--- config.mk ---
export PLATFORM = sky130hd
export DESIGN_NAME = dmem_lsu_flat
export DESIGN_NICKNAME = d
export VERILOG_FILES = /design/src/rtl/dmem_lsu_if.sv /design/src/rtl/dmem_lsu.sv /design/src/flat_wrapper.sv
export SDC_FILE = /design/constraint.sdc
export NUM_CORES = 1
export LEC_CHECK = 0
export CAP_MARGIN = 20
export CORE_ASPECT_RATIO = 0.8
export CORE_MARGIN = 1
export CORE_UTILIZATION = 35
export DETAILED_ROUTE_END_ITERATION = 7
export GPL_ROUTABILITY_DRIVEN = 0
export SYNTH_ARGS = -nofsm -noshare
export SYNTH_HDL_FRONTEND = slang
export SYNTH_SLANG_ARGS = --single-unit
--- constraint.sdc ---
create_clock -name clk -period 4.95 [get_ports clk]
set_input_delay 0.495 -clock clk [delete_from_list [all_inputs] [get_ports clk]]
set_output_delay 0.495 -clock clk [all_outputs]
set_load 0.005 [all_outputs]
--- src/rtl/dmem_lsu_if.sv ---
// Bundle of the CPU request/response channel and the data-memory port of the LSU.
// slave: the LSU itself. master: the CPU plus data memory it talks to.
interface dmem_lsu_if;
    // CPU request channel
    logic        req_valid;
    logic        req_ready;
    logic        req_we;
    logic [1:0]  req_size;
    logic        req_unsigned;
    logic [31:0] req_addr;
    logic [31:0] req_wdata;
    // CPU response channel
    logic        resp_valid;
    logic [31:0] resp_rdata;
    logic        resp_err;
    // Data-memory port
    logic [31:0] daddr;
    logic [31:0] dwdata;
    logic [3:0]  we;
    logic [31:0] drdata;

    modport slave (
        input  req_valid, req_we, req_size, req_unsigned, req_addr, req_wdata, drdata,
        output req_ready, resp_valid, resp_rdata, resp_err, daddr, dwdata, we
    );

    modport master (
        output req_valid, req_we, req_size, req_unsigned, req_addr, req_wdata, drdata,
        input  req_ready, resp_valid, resp_rdata, resp_err, daddr, dwdata, we
    );
endinterface

--- src/rtl/dmem_lsu.sv ---
// Load/store unit: turns byte/half/word CPU accesses at any alignment into one or two
// word-aligned data-memory accesses, with lane steering and load sign/zero extension.
module dmem_lsu (
    input  logic       clk,
    input  logic       rst_n,
    dmem_lsu_if.slave  bus
);

    typedef enum logic [1:0] {StIdle, StAcc0, StAcc1, StResp} state_e;

    state_e      state_q;
    logic        is_store_q;
    logic [1:0]  size_q;
    logic        uns_q;
    logic [31:0] addr_q;
    logic [31:0] wdata_q;
    logic [31:0] word0_q;
    logic [31:0] word1_q;
    logic        err_q;
    logic        resp_valid_q;
    logic [31:0] daddr_q;
    logic [31:0] dwdata_q;
    logic [3:0]  mem_we_q;

    // Byte-lane span of an access shifted into an 8-lane window covering two words.
    function automatic logic [7:0] span(input logic [1:0] size, input logic [1:0] o);
        logic [7:0] m;
        case (size)
            2'b00:   m = 8'h01;
            2'b01:   m = 8'h03;
            default: m = 8'h0f;
        endcase
        return m << o;
    endfunction

    function automatic logic [3:0] lanes_lo(input logic [1:0] size, input logic [1:0] o);
        logic [7:0] s;
        s = span(size, o);
        return s[3:0];
    endfunction

    function automatic logic [3:0] lanes_hi(input logic [1:0] size, input logic [1:0] o);
        logic [7:0] s;
        s = span(size, o);
        return s[7:4];
    endfunction

    // Align the two captured words down by the byte offset, truncate, then extend.
    function automatic logic [31:0] load_ext(input logic [63:0] pair, input logic [1:0] o,
                                             input logic [1:0] size, input logic uns);
        logic [63:0] sh;
        logic [31:0] r;
        sh = pair >> {o, 3'b000};
        case (size)
            2'b00:   r = uns ? {24'h0, sh[7:0]}  : {{24{sh[7]}}, sh[7:0]};
            2'b01:   r = uns ? {16'h0, sh[15:0]} : {{16{sh[15]}}, sh[15:0]};
            default: r = sh[31:0];
        endcase
        return r;
    endfunction

    logic        crosses;
    logic [1:0]  hi_shift;

    // Decode of the captured request used while the access is in flight.
    always_comb begin
        crosses  = |lanes_hi(size_q, addr_q[1:0]);
        // 4 - o modulo 4; only used when o != 0, so the wrap to 0 never matters.
        hi_shift = 2'd0 - addr_q[1:0];
    end

    // Access sequencer with registered memory-port and response outputs.
    always_ff @(posedge clk or negedge rst_n) begin
        if (!rst_n) begin
            state_q      <= StIdle;
            is_store_q   <= 1'b0;
            size_q       <= 2'b00;
            uns_q        <= 1'b0;
            addr_q       <= 32'h0;
            wdata_q      <= 32'h0;
            word0_q      <= 32'h0;
            word1_q      <= 32'h0;
            err_q        <= 1'b0;
            resp_valid_q <= 1'b0;
            daddr_q      <= 32'h0;
            dwdata_q     <= 32'h0;
            mem_we_q     <= 4'h0;
        end else begin
            unique case (state_q)
                StIdle: begin
                    if (bus.req_valid) begin
                        is_store_q <= bus.req_we;
                        size_q     <= bus.req_size;
                        uns_q      <= bus.req_unsigned;
                        addr_q     <= bus.req_addr;
                        wdata_q    <= bus.req_wdata;
                        word0_q    <= 32'h0;
                        word1_q    <= 32'h0;
                        if (bus.req_size == 2'b11) begin
                            err_q        <= 1'b1;
                            resp_valid_q <= 1'b1;
                            state_q      <= StResp;
                        end else begin
                            err_q    <= 1'b0;
                            state_q  <= StAcc0;
                            daddr_q  <= {bus.req_addr[31:2], 2'b00};
                            mem_we_q <= bus.req_we ?
                                        lanes_lo(bus.req_size, bus.req_addr[1:0]) : 4'h0;
                            dwdata_q <= bus.req_we ?
                                        bus.req_wdata << {bus.req_addr[1:0], 3'b000} : 32'h0;
                        end
                    end
                end
                StAcc0: begin
                    if (!is_store_q) word0_q <= bus.drdata;
                    if (crosses) begin
                        state_q  <= StAcc1;
                        daddr_q  <= daddr_q + 32'd4;
                        mem_we_q <= is_store_q ? lanes_hi(size_q, addr_q[1:0]) : 4'h0;
                        dwdata_q <= is_store_q ? wdata_q >> {hi_shift, 3'b000} : 32'h0;
                    end else begin
                        state_q      <= StResp;
                        resp_valid_q <= 1'b1;
                        daddr_q      <= 32'h0;
                        mem_we_q     <= 4'h0;
                        dwdata_q     <= 32'h0;
                    end
                end
                StAcc1: begin
                    if (!is_store_q) word1_q <= bus.drdata;
                    state_q      <= StResp;
                    resp_valid_q <= 1'b1;
                    daddr_q      <= 32'h0;
                    mem_we_q     <= 4'h0;
                    dwdata_q     <= 32'h0;
                end
                StResp: begin
                    resp_valid_q <= 1'b0;
                    state_q      <= StIdle;
                end
            endcase
        end
    end

    // Output drive; load data is formed from the captured words only while responding.
    always_comb begin
        bus.req_ready  = (state_q == StIdle);
        bus.resp_valid = resp_valid_q;
        bus.resp_err   = resp_valid_q & err_q;
        bus.resp_rdata = (resp_valid_q && !err_q && !is_store_q) ?
                         load_ext({word1_q, word0_q}, addr_q[1:0], size_q, uns_q) : 32'h0;
        bus.daddr      = daddr_q;
        bus.dwdata     = dwdata_q;
        bus.we         = mem_we_q;
    end

endmodule

--- src/flat_wrapper.sv ---
// flat-port wrapper written by rule: the top's interface ports become plain ports
module dmem_lsu_flat 
  (clk, rst_n, bus_req_valid, bus_req_we, bus_req_size, bus_req_unsigned, bus_req_addr, bus_req_wdata, bus_drdata, bus_req_ready, bus_resp_valid, bus_resp_rdata, bus_resp_err, bus_daddr, bus_dwdata, bus_we);
  dmem_lsu_if bus_i ();
  input  logic clk;
  input  logic rst_n;
  input wire logic [$bits(bus_i.req_valid)-1:0] bus_req_valid;
  input wire logic [$bits(bus_i.req_we)-1:0] bus_req_we;
  input wire logic [$bits(bus_i.req_size)-1:0] bus_req_size;
  input wire logic [$bits(bus_i.req_unsigned)-1:0] bus_req_unsigned;
  input wire logic [$bits(bus_i.req_addr)-1:0] bus_req_addr;
  input wire logic [$bits(bus_i.req_wdata)-1:0] bus_req_wdata;
  input wire logic [$bits(bus_i.drdata)-1:0] bus_drdata;
  output wire logic [$bits(bus_i.req_ready)-1:0] bus_req_ready;
  output wire logic [$bits(bus_i.resp_valid)-1:0] bus_resp_valid;
  output wire logic [$bits(bus_i.resp_rdata)-1:0] bus_resp_rdata;
  output wire logic [$bits(bus_i.resp_err)-1:0] bus_resp_err;
  output wire logic [$bits(bus_i.daddr)-1:0] bus_daddr;
  output wire logic [$bits(bus_i.dwdata)-1:0] bus_dwdata;
  output wire logic [$bits(bus_i.we)-1:0] bus_we;
  assign bus_i.req_valid = bus_req_valid;
  assign bus_i.req_we = bus_req_we;
  assign bus_i.req_size = bus_req_size;
  assign bus_i.req_unsigned = bus_req_unsigned;
  assign bus_i.req_addr = bus_req_addr;
  assign bus_i.req_wdata = bus_req_wdata;
  assign bus_i.drdata = bus_drdata;
  assign bus_req_ready = bus_i.req_ready;
  assign bus_resp_valid = bus_i.resp_valid;
  assign bus_resp_rdata = bus_i.resp_rdata;
  assign bus_resp_err = bus_i.resp_err;
  assign bus_daddr = bus_i.daddr;
  assign bus_dwdata = bus_i.dwdata;
  assign bus_we = bus_i.we;
  dmem_lsu u_core (.clk(clk), .rst_n(rst_n), .bus(bus_i));
endmodule
Fig. 1: clock distribution
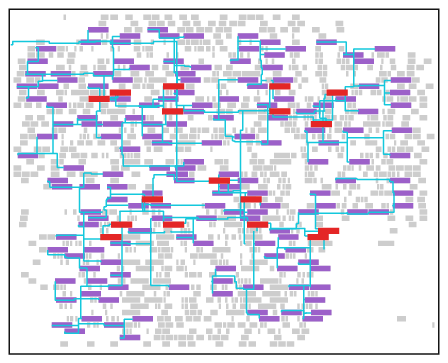
cells driving clock nets -> red  # count 17
flip-flops -> purple  # count 164
clock wires -> cyan  # length 2340 µm
routed clock nets = 18
flops lie = spread over the die
Fin Clk Skew: 15.0 ps
Clock power frac: 0.170
insertion delay at the late pin of the worst-skew pair: 430 ps
clk pwr: 1.33 mW

Fig. 2: placement view
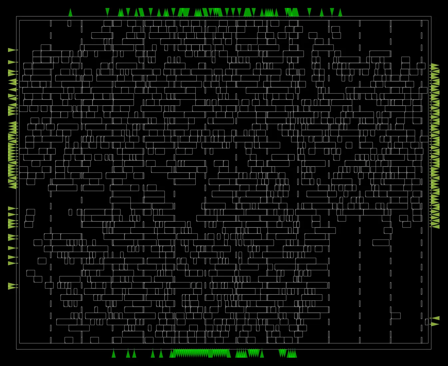
filler instances: 2556
Row Count: 53
tap cells: 357
Seq/total area: 0.335

==> results.toml <==
# implementation run metrics
[routing]
wl_per_cell_um = 19.5

[synth]
yosys.stat.seqShare = 0.436
synth_cell_types = 60
synthCells = 958
async_flop_share = 1.00
synth_area_um2 = 9410

[flow_run]
drv_cap = 0

[timing]
setup_viol = 0
rsz0062_at_grt = "no"
finalMaxSlewViolations = 0

[critical_path]
endpoint_kind = "output port"
worst_path_max_delay_cell = "dfrtp_2"
slowest_delay_ps = 900

[power_and_ir_drop]
irDropWorstVdd_v = 0.000403
pg_seq_mw = 2.56
p_total_mw = 7.81

[final_layout]
fin_area_um2 = 12300
final_layout_size_suffix_gt1_frac = 0.137
buffers = 218

[clock_tree]
ctsHoldBuffers = 0

[placed_design]
dp_hpwl_mm = 19.8
post_dp_cell_area_um2 = 11700

[run_status]
outcome = "finished clean"

[floorplanning]
fp-utilization = 0.357
## kinds of logic (layout without fill, tap and decap cells)
logic type               Yosys count  count (layout)  synth area share
AND/OR/NAND/NOR                  323             323             0.152
AND-OR/OR-AND                    252             252             0.172
flip-flops                       164             164             0.436
multiplexers                     124             124             0.189
buffers and inverters             88             255            0.0418
adder cells (fa/ha/maj)            5               5           0.00665
other                              1               3          0.000399
XOR/XNOR                           1               1          0.000931
## layer usage
metal  part of all wire  global-route usage  routed length, µm
met5                  0                   0                  0
met1               0.49               0.324              14200
met2               0.44               0.311              12600
met4              0.011              0.0459                315
met3              0.062              0.0451               1780
Power figures rest on the tool's default switching activity, not on a simulated workload.
